## src/rtl/wb_dbg_master_if.sv

```systemverilog
// Byte-stream and Wishbone signal bundle for the serial debug bridge.
// The master modport is the bridge itself; the slave modport is the UART/interconnect side.
interface wb_dbg_master_if;
  logic [7:0]  rx_dat;
  logic        rx_avail;
  logic [7:0]  tx_dat;
  logic        tx_wr;
  logic        tx_busy;
  logic [31:0] wb_adr_o;
  logic [31:0] wb_dat_o;
  logic [31:0] wb_dat_i;
  logic [3:0]  wb_sel_o;
  logic        wb_we_o;
  logic        wb_cyc_o;
  logic        wb_stb_o;
  logic        wb_ack_i;
  logic        wb_err_i;
  logic        busy;

  modport master (
    input  rx_dat, rx_avail, tx_busy, wb_dat_i, wb_ack_i, wb_err_i,
    output tx_dat, tx_wr, wb_adr_o, wb_dat_o, wb_sel_o, wb_we_o, wb_cyc_o, wb_stb_o, busy
  );

  modport slave (
    output rx_dat, rx_avail, tx_busy, wb_dat_i, wb_ack_i, wb_err_i,
    input  tx_dat, tx_wr, wb_adr_o, wb_dat_o, wb_sel_o, wb_we_o, wb_cyc_o, wb_stb_o, busy
  );
endinterface

```

## src/rtl/wb_dbg_master.sv

```systemverilog
// Serial debug bridge: byte-framed read/write commands from a UART become single
// 32-bit Wishbone transactions, answered with a status byte or the read data.
module wb_dbg_master #(
  parameter int bus_timeout  = 1024,
  parameter int byte_timeout = 5000000
) (
  input logic             clk,
  input logic             reset_n,
  wb_dbg_master_if.master bus
);

  localparam logic [2:0] IDLE  = 3'd0;
  localparam logic [2:0] ADDR  = 3'd1;
  localparam logic [2:0] WDATA = 3'd2;
  localparam logic [2:0] BUS   = 3'd3;
  localparam logic [2:0] RESP  = 3'd4;

  localparam int BUS_W  = $clog2(bus_timeout + 1);
  localparam int BYTE_W = $clog2(byte_timeout + 1);
  localparam logic [BUS_W-1:0]  BUS_LAST  = BUS_W'(bus_timeout - 1);
  localparam logic [BYTE_W-1:0] BYTE_LAST = BYTE_W'(byte_timeout - 1);

  logic [2:0]        state;
  logic [1:0]        byte_idx;
  logic [BYTE_W-1:0] idle_cnt;
  logic [BUS_W-1:0]  bus_cnt;
  logic [31:0]       adr_q;
  logic [31:0]       dat_q;
  logic              we_q;
  logic              cyc_q;
  logic [31:0]       tx_shift;   // response bytes, next one in [31:24]
  logic [2:0]        tx_left;
  logic              tx_wr_q;
  logic [7:0]        tx_dat_q;
  logic              busy_q;

  assign bus.wb_adr_o = adr_q;
  assign bus.wb_dat_o = dat_q;
  assign bus.wb_we_o  = we_q;
  assign bus.wb_cyc_o = cyc_q;
  assign bus.wb_stb_o = cyc_q;
  assign bus.wb_sel_o = 4'hF;
  assign bus.tx_wr    = tx_wr_q;
  assign bus.tx_dat   = tx_dat_q;
  assign bus.busy     = busy_q;

  // NOTE: every register here uses <= so all updates see the pre-edge values,
  // which is what makes the one-cycle tx_wr guard and the shift registers correct.
  always_ff @(posedge clk) begin
    if (!reset_n) begin
      // NOTE: datapath registers are reset too because they drive outputs
      // whose reset values are observable on the bus and UART side.
      state    <= IDLE;
      byte_idx <= 2'd0;
      idle_cnt <= '0;
      bus_cnt  <= '0;
      adr_q    <= 32'd0;
      dat_q    <= 32'd0;
      we_q     <= 1'b0;
      cyc_q    <= 1'b0;
      tx_shift <= 32'd0;
      tx_left  <= 3'd0;
      tx_wr_q  <= 1'b0;
      tx_dat_q <= 8'd0;
      busy_q   <= 1'b0;
    end else begin
      tx_wr_q <= 1'b0;
      case (state)
        IDLE: begin
          if (bus.rx_avail && (bus.rx_dat == 8'h01 || bus.rx_dat == 8'h02)) begin
            we_q     <= (bus.rx_dat == 8'h01);
            state    <= ADDR;
            busy_q   <= 1'b1;
            byte_idx <= 2'd0;
            idle_cnt <= '0;
          end
        end

        ADDR, WDATA: begin
          if (bus.rx_avail) begin
            idle_cnt <= '0;
            byte_idx <= byte_idx + 2'd1;
            if (state == ADDR) adr_q <= {adr_q[23:0], bus.rx_dat};
            else               dat_q <= {dat_q[23:0], bus.rx_dat};
            if (byte_idx == 2'd3) begin
              if (state == ADDR && we_q) begin
                state <= WDATA;
              end else begin
                state   <= BUS;
                cyc_q   <= 1'b1;
                bus_cnt <= '0;
              end
            end
          end else if (idle_cnt == BYTE_LAST) begin
            // Host went quiet mid-frame: abandon it without touching the bus.
            state  <= IDLE;
            busy_q <= 1'b0;
          end else begin
            idle_cnt <= idle_cnt + 1'b1;
          end
        end

        BUS: begin
          // err is tested first so that a simultaneous ack/err reports an error.
          if (bus.wb_err_i || (!bus.wb_ack_i && bus_cnt == BUS_LAST)) begin
            cyc_q    <= 1'b0;
            state    <= RESP;
            tx_shift <= {8'hEE, 24'd0};
            tx_left  <= 3'd1;
          end else if (bus.wb_ack_i) begin
            cyc_q    <= 1'b0;
            state    <= RESP;
            tx_shift <= we_q ? {8'hAA, 24'd0} : bus.wb_dat_i;
            tx_left  <= we_q ? 3'd1 : 3'd4;
          end else begin
            bus_cnt <= bus_cnt + 1'b1;
          end
        end

        RESP: begin
          if (tx_wr_q && tx_left == 3'd0) begin
            state  <= IDLE;
            busy_q <= 1'b0;
          end else if (!bus.tx_busy && !tx_wr_q) begin
            // The UART raises tx_busy one cycle late, so a write is never
            // issued right after another one.
            tx_wr_q  <= 1'b1;
            tx_dat_q <= tx_shift[31:24];
            tx_shift <= {tx_shift[23:0], 8'd0};
            tx_left  <= tx_left - 3'd1;
          end
        end

        default: begin
          state  <= IDLE;
          cyc_q  <= 1'b0;
          busy_q <= 1'b0;
        end
      endcase
    end
  end

endmodule

```

## src/flat_wrapper.sv

```systemverilog
// flat-port wrapper written by rule: the top's interface ports become plain ports
module wb_dbg_master_flat 
#(
  parameter int bus_timeout  = 1024,
  parameter int byte_timeout = 5000000
)
  (clk, reset_n, bus_rx_dat, bus_rx_avail, bus_tx_busy, bus_wb_dat_i, bus_wb_ack_i, bus_wb_err_i, bus_tx_dat, bus_tx_wr, bus_wb_adr_o, bus_wb_dat_o, bus_wb_sel_o, bus_wb_we_o, bus_wb_cyc_o, bus_wb_stb_o, bus_busy);
  wb_dbg_master_if bus_i ();
  input logic clk;
  input logic reset_n;
  input wire logic [$bits(bus_i.rx_dat)-1:0] bus_rx_dat;
  input wire logic [$bits(bus_i.rx_avail)-1:0] bus_rx_avail;
  input wire logic [$bits(bus_i.tx_busy)-1:0] bus_tx_busy;
  input wire logic [$bits(bus_i.wb_dat_i)-1:0] bus_wb_dat_i;
  input wire logic [$bits(bus_i.wb_ack_i)-1:0] bus_wb_ack_i;
  input wire logic [$bits(bus_i.wb_err_i)-1:0] bus_wb_err_i;
  output wire logic [$bits(bus_i.tx_dat)-1:0] bus_tx_dat;
  output wire logic [$bits(bus_i.tx_wr)-1:0] bus_tx_wr;
  output wire logic [$bits(bus_i.wb_adr_o)-1:0] bus_wb_adr_o;
  output wire logic [$bits(bus_i.wb_dat_o)-1:0] bus_wb_dat_o;
  output wire logic [$bits(bus_i.wb_sel_o)-1:0] bus_wb_sel_o;
  output wire logic [$bits(bus_i.wb_we_o)-1:0] bus_wb_we_o;
  output wire logic [$bits(bus_i.wb_cyc_o)-1:0] bus_wb_cyc_o;
  output wire logic [$bits(bus_i.wb_stb_o)-1:0] bus_wb_stb_o;
  output wire logic [$bits(bus_i.busy)-1:0] bus_busy;
  assign bus_i.rx_dat = bus_rx_dat;
  assign bus_i.rx_avail = bus_rx_avail;
  assign bus_i.tx_busy = bus_tx_busy;
  assign bus_i.wb_dat_i = bus_wb_dat_i;
  assign bus_i.wb_ack_i = bus_wb_ack_i;
  assign bus_i.wb_err_i = bus_wb_err_i;
  assign bus_tx_dat = bus_i.tx_dat;
  assign bus_tx_wr = bus_i.tx_wr;
  assign bus_wb_adr_o = bus_i.wb_adr_o;
  assign bus_wb_dat_o = bus_i.wb_dat_o;
  assign bus_wb_sel_o = bus_i.wb_sel_o;
  assign bus_wb_we_o = bus_i.wb_we_o;
  assign bus_wb_cyc_o = bus_i.wb_cyc_o;
  assign bus_wb_stb_o = bus_i.wb_stb_o;
  assign bus_busy = bus_i.busy;
  wb_dbg_master #(.bus_timeout(bus_timeout), .byte_timeout(byte_timeout)) u_core (.clk(clk), .reset_n(reset_n), .bus(bus_i));
endmodule
```

## config.mk

```make
export PLATFORM = sky130hd
export DESIGN_NAME = wb_dbg_master_flat
export DESIGN_NICKNAME = d
export VERILOG_FILES = /design/src/rtl/wb_dbg_master_if.sv /design/src/rtl/wb_dbg_master.sv /design/src/flat_wrapper.sv
export SDC_FILE = /design/constraint.sdc
export NUM_CORES = 1
export LEC_CHECK = 0
export CAP_MARGIN = 20
export CORE_MARGIN = 5
export CORE_UTILIZATION = 56
export CTS_CLUSTER_SIZE = 12
export DETAILED_ROUTE_END_ITERATION = 8
export PLACE_DENSITY_LB_ADDON = 0.3
export SYNTH_ARGS = -nofsm -noshare
export SYNTH_HDL_FRONTEND = slang
export SYNTH_SLANG_ARGS = --single-unit
```

## constraint.sdc

```tcl
create_clock -name clk -period 3.3 [get_ports clk]
set_input_delay 0.99 -clock clk [delete_from_list [all_inputs] [get_ports clk]]
set_output_delay 0.99 -clock clk [all_outputs]
set_load 0.05 [all_outputs]
```

### Logic cells by family, run 1

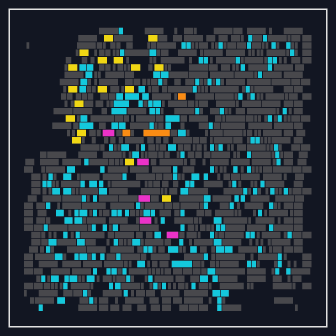
family	colour	cells
inverting AOI/OAI gates	cyan	202
XOR/XNOR gates	orange	3
multiplexers	yellow	17
adder and majority cells	magenta	5

### Clock wiring as the flow saved it, run 1

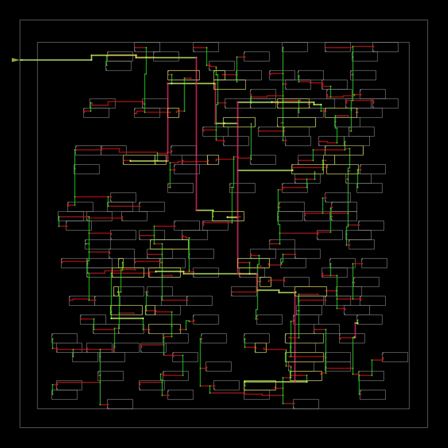
CTS Buf Count: 17
Clock Sinks: 150
Clk. pwr: 2.13 mW
clk ins delay skew pair: 0.42 ns
clkbuf count: 19

### Clock wires, drivers and flops, run 1

The bar under the picture is 20 microns long.
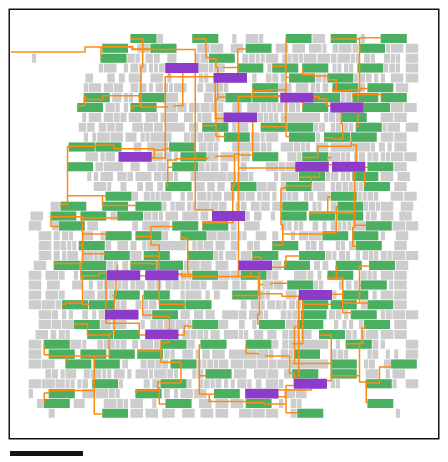
[clock wires] orange | length: 1670 microns
[clock drivers] purple | count: 17
[flip-flops] green | count: 150
flops lie	all over the die

### Where the registers sit, run 1

Other sequential cells in the stronger grey, the rest of the logic in the fainter grey.
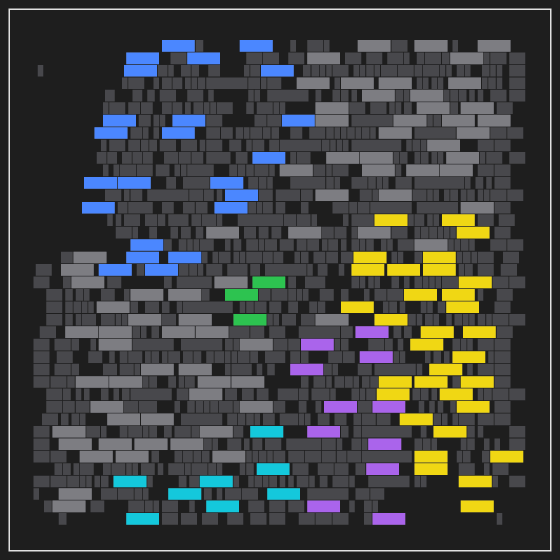
signal	colour	sequential cells
u_core.idle_cnt	blue	23
u_core.bus.tx_dat	cyan	8
u_core.state	green	3
u_core.bus_cnt	purple	11
u_core.bus.wb_dat_o	yellow	32

-- run 1: cell type report --
type                            instances  area (sq um)
Tap cell                              143           179
Timing Repair Buffer                  146          1410
Clock inverter                         13           219
Multi-Input combinational cell        588          3270
Sequential cell                       150          3000
Fill cell                             821          2870
Inverter                               10          37.5
Clock buffer                           19           433
-- run 1: layer usage --
| layer | GRT usage | share of wire | vias up |
|---|---|---|---|
| met5 | 0 | 0 | - |
| met4 | 0.0774 | 0.017 | 0 |
| met3 | 0.0692 | 0.064 | 29 |
| met2 | 0.409 | 0.50 | 222 |
| met1 | 0.289 | 0.42 | 3002 |
| li1 | - | - | 3043 |
-- run 1: final timing paths --
check | startpoint | to | slack [ns]
setup / recovery | bus_rx_dat[5] | u_core.idle_cnt[11]$_SDFFE_PN0P_ | 0.48
setup reg to reg | u_core.idle_cnt[0]$_SDFFE_PN0P_ | u_core.bus.busy$_SDFFE_PN0P_ | 0.87
hold reg to reg | u_core.bus_cnt[10]$_SDFFE_PN0P_ | u_core.bus_cnt[10]$_SDFFE_PN0P_ | 0.44
hold / removal | u_core.bus_cnt[10]$_SDFFE_PN0P_ | u_core.bus_cnt[10]$_SDFFE_PN0P_ | 0.44
-- run 1: layout by cell type (no fill, tap or decap), types with 3 or more instances in the layout --
| cell type | n |
|---|---|
| nand2b_1 | 15 |
| and3_1 | 4 |
| nor2b_1 | 4 |
| buf_4 | 23 |
| and2_1 | 5 |
| o21a_1 | 7 |
| ha_1 | 5 |
| nand3_1 | 28 |
| clkinv_4 | 3 |
| o211ai_1 | 5 |
| nor3_1 | 5 |
| a31oi_1 | 3 |
| clkdlybuf4s50_1 | 122 |
| nor3_2 | 5 |
| a311oi_1 | 5 |
| or3_1 | 7 |
| mux2i_1 | 17 |
| o221ai_1 | 3 |
| o22ai_1 | 4 |
| conb_1 | 4 |
| nand2_1 | 207 |
| nand3b_1 | 5 |
| nand4_1 | 4 |
| clkbuf_16 | 17 |
| a21oi_1 | 103 |
| a211oi_1 | 11 |
| inv_1 | 9 |
| inv_6 | 4 |
| o21ai_0 | 32 |
| bufinv_16 | 5 |
| nor2_1 | 36 |
| dfxtp_1 | 150 |
| a41oi_1 | 3 |
| a221oi_1 | 19 |
-- run 1: worst register-to-register path, stage by stage, from the launching register on --
cell and delay, ns:
dfxtp_1 0.37, ha_1 0.27, nand4_4 0.19, or3_1 0.54, o21ai_4 0.52, a31oi_1 0.18, a311oi_2 0.25
-- run 1: registers in the layout, indices dropped and copies added, names as in the netlist, 2 cells and up --
signal / flops
u_core.state: 3
u_core.bus.wb_adr_o: 32
u_core.byte_idx: 2
u_core.bus_cnt: 11
u_core.idle_cnt: 23
u_core.tx_left: 3
u_core.bus.tx_dat: 8
u_core.bus.wb_dat_o: 32
u_core.tx_shift: 32
-- run 1: kinds of logic (layout without fill, tap and decap cells) --
logic type	count (synthesis)	after routing	share of synthesized area
AOI/OAI and AO/OA	217	217	0.212
xor gates and xnor gates	3	3	0.00690
adders and majority gates	5	5	0.00958
buffers and inverters	65	188	0.0444
DFF	150	150	0.460
muxes	17	17	0.0260
other	1	4	0.000574
and+or+nand+nor	342	342	0.241
==> job_summary.md, run 1 <==
## Synthesis and layout report

| Metric | Value |
|---|---|
| Status | finished, final reports clean |
| Flop pwr share | 0.404 |
| Total track usage | 0.239 |
| Pleak | 2.89 nW |
| Area growth from synthesis to layout | 30.9% |
| Clk_skew | 0.00725 ns |
| First-pass GRT wire length | 28.3 mm |
| Final hold vios | 0 |
| Worst setup EP type | flip-flop |
| Vias after detailed routing | 6296 |
| Initial antenna violation count | 0 |
| Critical path class | primary input to flip-flop |
| Pwr dens | around 580 nW/um^2 |
| Post-synthesis async set-or-reset flop share | 0 |
| Non-Filler Instances | between 1k and 1.5k |
| Post-synth cell types | between 60 and 70 |
| Critical path's top delay family | simple AND/OR/NAND/NOR gates |
| Top Consumer | the clock network |
| Post-Synthesis Cells | roughly 800 |
| DRC | 0 |
| Drt wl/cell | ~16 microns |
| Crit-path cells | clkdlybuf4s50_1, or3_1, nor4_4, nor2_2, a2111oi_2, mux2i_1 |
| Post CTS Setup Buffer Count | 0 |
| Final nets | 964 |
| Worst-path clk slew | 0.06 ns |
| Routability Congestion | between 0.8 and 0.9 |
| Comb power | 0.824 mW |
| Register area share after synthesis | 0.460 |
| Fmax | roughly 350 MHz |
| Worst-Margin Slew | 0.806 ns |
| Post-CTS Hold Buffers | 0 |
| Post-DP Area | 7900 sq um |
| Total I/O pin count | approximately 130 |
| Die Span X | around 120 microns |
| Worst-path maximum fanout | 18 |
| DRT antenna net count | 0 |
| H-tree depth | 4 |
| Critical Path RT | 3.65 ns |
| Yosys top cell by instances | nand2_1 |
| Ys cells | 800 |
| Syn_area_per_cell | 8.17 sq um |
| DP HPWL | 11.8 mm |
| Die height | 118 microns |
| Yosys warns | 0 |
| Core Area | 11400 sq um |
| Vias in the first global route | around 6k |
| Finished Core Util | 0.749 |
| Initial Utilization | 0.572 |
| P_seq | 2.00 mW |
| Switch share | 0.283 |
| Top-area cell share | 0.460 |
| Grt ovf | 0 |
| PostCTS Resize Cnt | 0 |
| Clk pwr share | 0.430 |
| FP Rows | 39 |
| Port Buffers | 122 |
| Hold slack | 0.443 ns |
| Stages on the worst setup path | 6 |
| Flip-flops with a built-in enable | 0 |
| VDD IR-drop max | about 0.4 mV |
| Final Max Slew Viols | 0 |
| Place WS | 0.0748 ns |
| FF-to-FF path depth | 6 |
| Tot Pwr | ~5 mW |
| Final WS setup | 0.478 ns |
| Ant. Diodes | 0 |
| Die Area | about 14000 sq um |
| MaxCap Viol Count | 0 |
| Post-synth regs | 150 |
| Post-synth top flop | dfxtp_1 |
| Switching Power | 1.40 mW |
| Largest stage delay on the critical path | 0.50 ns |
| Setup TNS Final | 0 ns |
### Placed cells, one colour a class, run 1

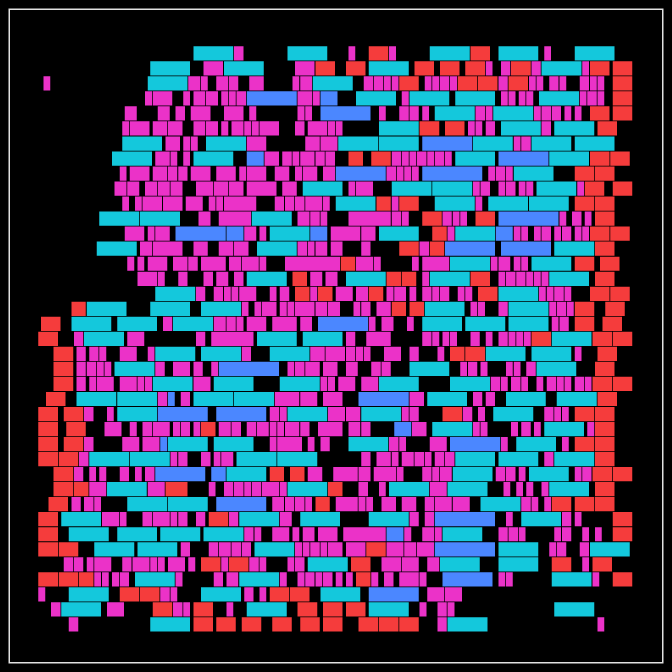

==> run 1 -> run 2 <==
CORE_UTILIZATION = 52   (was 56)
clock period = 2.9 ns   (was 3.3 ns; I/O delays follow)
### Placed cells, one colour a class, run 2

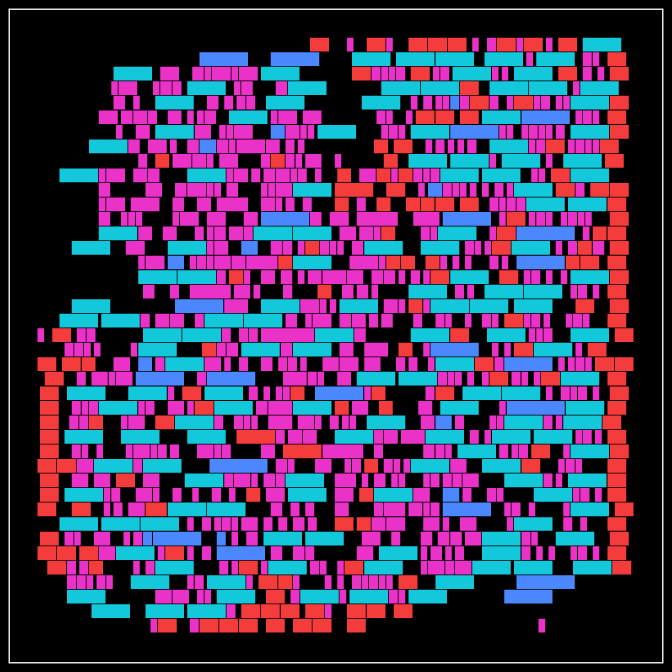
class	colour	cells	share of their area
combinational and other logic	magenta	598	39%
other buffers and delay cells	red	163	18%
clock drivers and dummy loads	blue	32	7.4%
flops	cyan	150	35%

### Clock wiring as the flow saved it, run 2

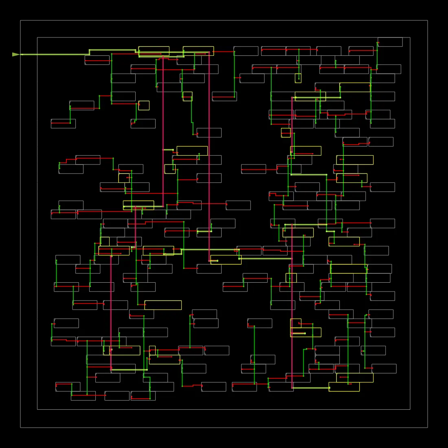
flip-flops: 150
Clk. pwr: 2.34 mW
clk ins delay skew pair: 0.43 ns

==> run 2 against run 1 <==
  * Clock power grew 9.9%
  * Via count fell by 2.4%
  * Synthesized cell count unchanged
  * Total power rose by 13%
  * Core utilization down 4.9 points
  * Clock skew is essentially flat
  * Largest cell class unchanged
  * Largest power group unchanged
==> job_summary.md, run 2 <==
## Synthesis and layout report

| Metric | Value |
|---|---|
| Final nets | 981 (+1.8%) |
| Critical Path RT | 2.03 ns (-1.62 ns) |
| Largest stage delay on the critical path | 0.87 ns (+0.37 ns) |
| Yosys top cell by instances | nand2_1 |
| Largest logic family | simple AND/OR/NAND/NOR gates |
| AND/OR/NAND/NOR Cells, Area Fraction | 0.241 (unchanged) |
| PostCTS Resize Cnt | 0 (unchanged) |
| Core Area | 12500 sq um (+9.2%) |
| Post-synth top flop | dfxtp_1 |
| Clk_skew | 0.00701 ns (-0.000232 ns) |
| DP HPWL | 11.5 mm (-3.1%) |
| Worst-path clk slew | 0.06 ns (about the same) |
| Xor/xnor share | 0.00690 (unchanged) |
| Routability Congestion | 0.837 (-4.8%) |
| First-pass GRT wire length | 27.3 mm (-3.6%) |
| Drt wl/cell | 15.0 microns (-6.1%) |
| Post-CTS Hold Buffers | 0 (unchanged) |
| Register area share after synthesis | 0.460 (unchanged) |
| Die Span X | 122 microns (+3.5%) |
| Die height | 122 microns (+3.5%) |
| Critical path's top delay family | buffers and inverters |
| Post-synth regs | 150 (unchanged) |
| Worst setup EP type | output port |
| Mux share | 0.0260 (unchanged) |
| DRC | 0 (unchanged) |
| # fillers | 1004 (+22%) |
| Share of layout cells above drive strength 1 | 0.104 |
| Ys cells | 800 (unchanged) |
| Status | finished, final reports clean |
| Port Buffers | 122 (unchanged) |
| Worst-Margin Slew | 0.716 ns (-0.0897 ns) |
| FP Rows | 41 (+5.1%) |
| Place WS | -0.0907 ns (-0.166 ns) |
| Finished Core Util | 0.700 (-0.0487) |
| Fmax | about 390 MHz |
| Tcrit/Tclk final | 0.884 |
| Yosys warns | 0 (unchanged) |
| Top Layout Cells | nand2_1, dfxtp_1, clkdlybuf4s50_1 |
| Final hold vios | 0 (unchanged) |
| Total I/O pin count | 127 (unchanged) |
| Final WS setup | 0.338 ns (-0.141 ns) |
| Grt ovf | 0 (unchanged) |
| Top-area cell share | 0.460 (unchanged) |
| DRT antenna net count | 0 (unchanged) |
| MaxCap Viol Count | 0 (unchanged) |
| CTS Buf Count | 17 (unchanged) |
| Total track usage | 0.227 (-0.0124) |
| Area fraction in full adders, half adders and majority gates | 0.00958 (unchanged) |
| Post-Synthesis Cells | 800 (unchanged) |
| Pleak | 2.97 nW (+2.8%) |
| Flip-flops with a built-in enable | 0 (unchanged) |
| Post-synthesis async set-or-reset flop share | 0 (unchanged) |
| Post-synth cell types | 68 (unchanged) |
| Pwr dens | 641 nW/um^2 (+10%) |
| Final Max Slew Viols | 0 (unchanged) |
| Worst-path maximum fanout | 3 (-15) |
| Syn_area_per_cell | 8.17 sq um (unchanged) |
| CP Buf/Inv Count | 1 |
| Worst setup SP type | flip-flop |
| VDD IR-drop max | 0.418 mV (+1.4%) |
| Post CTS Setup Buffer Count | 0 (unchanged) |
| Post-synthesis compound-gate area fraction | 0.212 (unchanged) |
| Initial antenna violation count | 0 (unchanged) |
| Die Area | 14900 sq um (+7.0%) |
| Ant. Diodes | 0 (unchanged) |
| Vias after detailed routing | 6147 (-2.4%) |
| RSZ-0062 raised after global routing | false |
| Clock Sinks | 150 (unchanged) |
| Crit-path cells | clkdlybuf4s50_1 |
| Area growth from synthesis to layout | 33.6% |
| Vias in the first global route | 5635 (-4.7%) |
| Critical path class | flip-flop to output port |
### Clock wires, drivers and flops, run 2

The bar under the picture is 20 microns long.
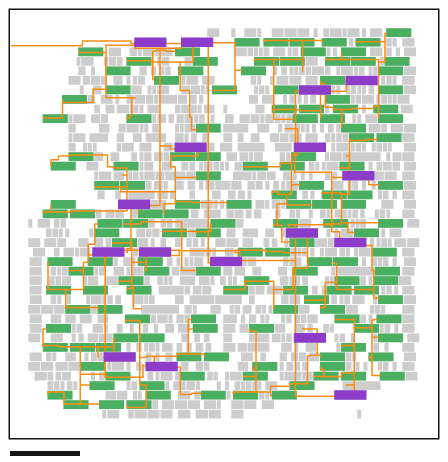
[clock drivers] purple | count: 17
[flip-flops] green | count: 150
[clock wires] orange | length: 1790 microns
flops lie	all over the die

run 2: cell types whose count changed in the layout (fill, tap and decap cells not counted):
cell	change
buf_12	+3
inv_6	-1
clkinv_2	+3
clkinv_4	-1
bufinv_16	-1
buf_4	+14
clkinvlp_4	+2
clkbuf_1	-2
run 2: metal layers:
layer / GRT usage / wire [microns] / up-vias / part of all wire
met5: 0 / 0 / - / 0
met4: 0.0917 / 348 / 0 / 0.021
met3: 0.0525 / 1020 / 28 / 0.061
met2: 0.367 / 7980 / 179 / 0.48
met1: 0.294 / 7370 / 2867 / 0.44
li1: - / - / 3073 / -
run 2: cell families after synthesis:
logic type,after synthesis
compound gates,217
flops,150
xor+xnor,3
other cells,1
simple gates,342
fa+ha+maj,5
buf+inv,65
mux,17
run 2: worst paths after layout:
kind / slack, ns / depth (start not counted) / startpoint / end
setup / recovery: 0.34 / 1 / u_core.bus.wb_cyc_o$_SDFFE_PN0P_ / bus_wb_stb_o
hold / removal: 0.45 / 2 / u_core.bus_cnt[10]$_SDFFE_PN0P_ / u_core.bus_cnt[10]$_SDFFE_PN0P_
setup reg to reg: 0.44 / 6 / u_core.idle_cnt[0]$_SDFFE_PN0P_ / u_core.bus.busy$_SDFFE_PN0P_
hold reg to reg: 0.45 / 2 / u_core.bus_cnt[10]$_SDFFE_PN0P_ / u_core.bus_cnt[10]$_SDFFE_PN0P_
run 2: layout make-up:
type	count	area, sq um	area share
tap	172	215	0.0247
sequential	150	3000	0.344
timing repair buffer	163	1570	0.180
clock buffer	17	425	0.0488
clock inverter	15	201	0.0231
inverter	10	37.5	0.00430
multi-input combinational	588	3270	0.375
run 2: stage by stage:
| stage | area, sq um | TNS, ns | std cells | hold slack, ns | power [mW] |
|---|---|---|---|---|---|
| floorplan | 6540 | 0 | 803 | 0.412 | 2.95 |
| global route | 8730 | 0 | 1115 | 0.469 | 5.80 |
| finish | 8730 | 0 | 1115 | 0.450 | 5.59 |
| detailed placement | 8100 | -0.334 | 1083 | 0.443 | 3.29 |
| CTS | 8730 | 0 | 1115 | 0.452 | 5.62 |
| global placement | 8090 | -6.35 | 1082 | 0.423 | 3.27 |
run 2: where the power goes:
part,internal [mW],switching [mW]
logic,0.367,0.607
clock network,1.44,0.894
registers,2.18,0.102
total,3.99,1.60
==> run 2 -> run 3 <==
HOLD_SLACK_MARGIN = 0.15   (was default)
### Where the registers sit, run 3

Other sequential cells in the stronger grey, the rest of the logic in the fainter grey.
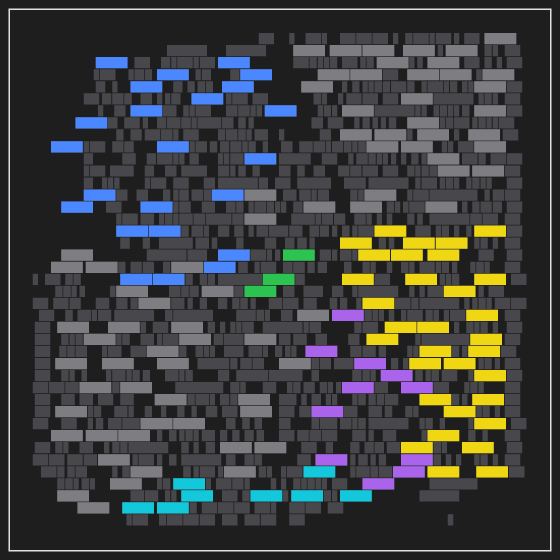
signal	colour	sequential cells
u_core.bus_cnt	purple	11
u_core.state	green	3
u_core.bus.tx_dat	cyan	8
u_core.idle_cnt	blue	23
u_core.bus.wb_dat_o	yellow	32

### Clock wires, drivers and flops, run 3

The bar under the picture is 20 microns long.
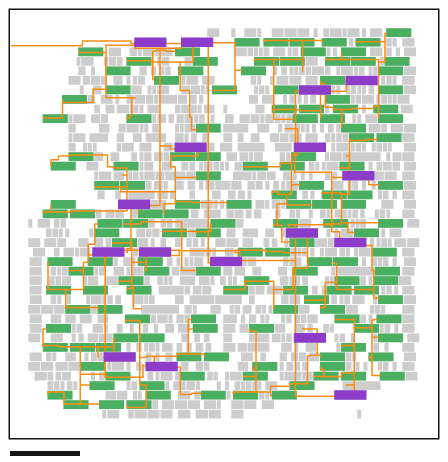
[clock wires] orange | length: 1790 microns
[flip-flops] green | count: 150
[clock drivers] purple | count: 17
routed clock nets	18
flops lie	all over the die

==> run 3 against run 2 <==
  * Critical path depth did not move
  * Clock power about the same
  * Die area unchanged
  * Clock skew is the same
  * Via count stayed put
  * Global-route usage stayed put
  * Maximum frequency unchanged
  * Largest cell class unchanged
  * Highest routed layer unchanged
==> job_summary.md, run 3 <==
## Synthesis and layout report

| Metric | Value |
|---|---|
| Status | finished, final reports clean |
| TritonRoute pass-1 iters | 4 |
| Slew HR | 0.520 |
| Post-synth cell types | 68 (unchanged) |
| Largest stage delay on the critical path | 0.87 ns (about the same) |
| Arr. time, crit path | roughly 1.7 ns |
| Port Buffers | 122 (unchanged) |
| Critical path class | flip-flop to output port |
| Critical Path RT | 2.03 ns (about the same) |
| Final WS setup | 0.338 ns (unchanged) |
| Routability Congestion | 0.837 (unchanged) |
| Top Layout Cells | nand2_1, dfxtp_1, clkdlybuf4s50_1 |
| Clk ins delay skew pair | 0.43 ns (about the same) |
| Post-synth regs | 150 (unchanged) |
| VDD IR-drop max | 0.418 mV (unchanged) |
| FF-to-FF path depth | 6 (unchanged) |
| Post-Synthesis Cells | 800 (unchanged) |
| CP Buf/Inv Count | 1 (unchanged) |
| Place WS | -0.0907 ns (unchanged) |
| Tcrit/Tclk final | 0.884 (unchanged) |
| Grt ovf | 0 (unchanged) |
| Die height | 122 microns (unchanged) |
| Final hold vios | 0 (unchanged) |
| Crit-path cells | clkdlybuf4s50_1 |
| Design area | 8730 sq um (unchanged) |
| Area fraction in full adders, half adders and majority gates | 0.00958 (unchanged) |
| DP Cell Count | 1083 (unchanged) |
| Finished Core Util | 0.700 (unchanged) |
| Mux share | 0.0260 (unchanged) |
| DRC | 0 (unchanged) |
| Worst-Margin Slew | 0.716 ns (unchanged) |
| Non-Filler Instances | 1115 (unchanged) |
| PostCTS Resize Cnt | 0 (unchanged) |
| Cell area leaders | dfxtp_1, nand2_1, a21oi_1 |
| Post-synth top flop | dfxtp_1 |
| Stages on the worst setup path | 1 (unchanged) |
| Clock Sinks | 150 (unchanged) |
| RSZ-0062 raised after global routing | false |
| Root Driver | clkbuf_16 |
| Worst-path clk slew | 0.06 ns (about the same) |
| Vias in the first global route | 5635 (unchanged) |
| MaxCap Viol Count | 0 (unchanged) |
| Xor/xnor share | 0.00690 (unchanged) |
| Worst-path maximum fanout | 3 (unchanged) |
| Flip-flops with a built-in enable | 0 (unchanged) |
| Final Max Slew Viols | 0 (unchanged) |
| Post-CTS Hold Buffers | 0 (unchanged) |
| Tool warnings | 27 |
| Share of layout cells above drive strength 1 | 0.104 (unchanged) |
| Post-synthesis compound-gate area fraction | 0.212 (unchanged) |
| Largest logic family | simple AND/OR/NAND/NOR gates |
| CTS tree | built |
| Post CTS Setup Buffer Count | 0 (unchanged) |
| Post-synthesis async set-or-reset flop share | 0 (unchanged) |
| AND/OR/NAND/NOR Cells, Area Fraction | 0.241 (unchanged) |
| Fmax | 390 MHz (unchanged) |
| Final nets | 981 (unchanged) |
| Drt wl/cell | 15.0 microns (unchanged) |
| Die Area | 14900 sq um (unchanged) |
| Top-area cell share | 0.460 (unchanged) |
| Pwr dens | 641 nW/um^2 (unchanged) |
| Initial antenna violation count | 0 (unchanged) |
| Critical path's top delay family | buffers and inverters |
| Syn_area_per_cell | 8.17 sq um (unchanged) |
| Vias after detailed routing | 6147 (unchanged) |
| DRT antenna net count | 0 (unchanged) |
| DRT Wirelength | 16.7 mm |
| FP Rows | 41 (unchanged) |
| Core Area | 12500 sq um (unchanged) |
| Area growth from synthesis to layout | 33.6% (unchanged) |
| Total I/O pin count | 127 (unchanged) |
| Post-DP Area | 8100 sq um (unchanged) |
| Ant. Diodes | 0 (unchanged) |
| Total track usage | 0.227 (unchanged) |
| # fillers | 1004 (unchanged) |
| CTS Buf Count | 17 (unchanged) |
| Die Span X | 122 microns (unchanged) |
| Tot Pwr | 5.59 mW (unchanged) |
| Yosys top cell by instances | nand2_1 |
| Ys cells | 800 (unchanged) |
| Cells on Worst Hold Path | 2 (unchanged) |
| DP HPWL | 11.5 mm (unchanged) |
| Worst setup EP type | output port |
| Pleak | 2.97 nW (unchanged) |
| First-pass GRT wire length | 27.3 mm (unchanged) |
| Clk_skew | 0.00701 ns (unchanged) |
| Worst setup SP type | flip-flop |
| Register area share after synthesis | 0.460 (unchanged) |
| Yosys warns | 0 (unchanged) |
### Logic cells by family, run 3

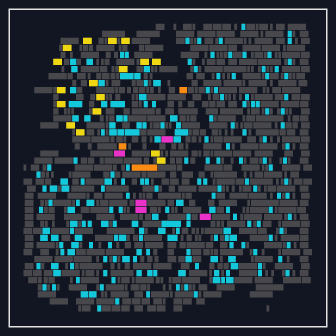
family	colour	cells
adder and majority cells	magenta	5
multiplexers	yellow	17
inverting AOI/OAI gates	cyan	202
XOR/XNOR gates	orange	3

## run 3: layer usage
metal,share of wire,GRT usage,vias to the layer above,wire (microns)
li1,-,-,3073,-
met1,0.44,0.294,2867,7370
met2,0.48,0.367,179,7980
met3,0.061,0.0525,28,1020
met4,0.021,0.0917,0,348
met5,0,0,-,0
## run 3: metrics by stage
stage,hold WS (ns),setup TNS (ns)
finish,0.450,0
global route,0.469,0
CTS,0.452,0
detailed placement,0.443,-0.334
global placement,0.423,-6.35
floorplan,0.412,0
## run 3: worst paths after layout
path	endpoint	startpoint	slack (ns)
worst max-delay path	bus_wb_stb_o	u_core.bus.wb_cyc_o$_SDFFE_PN0P_	0.34
worst min-delay path	u_core.bus_cnt[10]$_SDFFE_PN0P_	u_core.bus_cnt[10]$_SDFFE_PN0P_	0.45
worst max register to register	u_core.bus.busy$_SDFFE_PN0P_	u_core.idle_cnt[0]$_SDFFE_PN0P_	0.44
worst min register to register	u_core.bus_cnt[10]$_SDFFE_PN0P_	u_core.bus_cnt[10]$_SDFFE_PN0P_	0.45
## run 3: cells by family (layout without fill, tap and decap cells)
logic type / after synthesis / in the layout
multiplexers: 17 / 17
XOR/XNOR: 3 / 3
adder cells (fa/ha/maj): 5 / 5
AND-OR/OR-AND: 217 / 217
other: 1 / 4
AND/OR/NAND/NOR: 342 / 342
flip-flops: 150 / 150
buffers and inverters: 65 / 205
## run 3: report_power, final
| part | internal, mW | switching (mW) |
|---|---|---|
| Sequential | 2.18 | 0.102 |
| Clock | 1.44 | 0.894 |
| Combinational | 0.367 | 0.607 |
## run 3: layout make-up
type	count	area [sq um]	area share
Timing Repair Buffer	163	1570	0.180
Multi-Input combinational cell	588	3270	0.375
Inverter	10	37.5	0.00430
Clock inverter	15	201	0.0231
Clock buffer	17	425	0.0488
Tap cell	172	215	0.0247
Sequential cell	150	3000	0.344
No activity file was given, so power comes from the tool's default toggle rates.
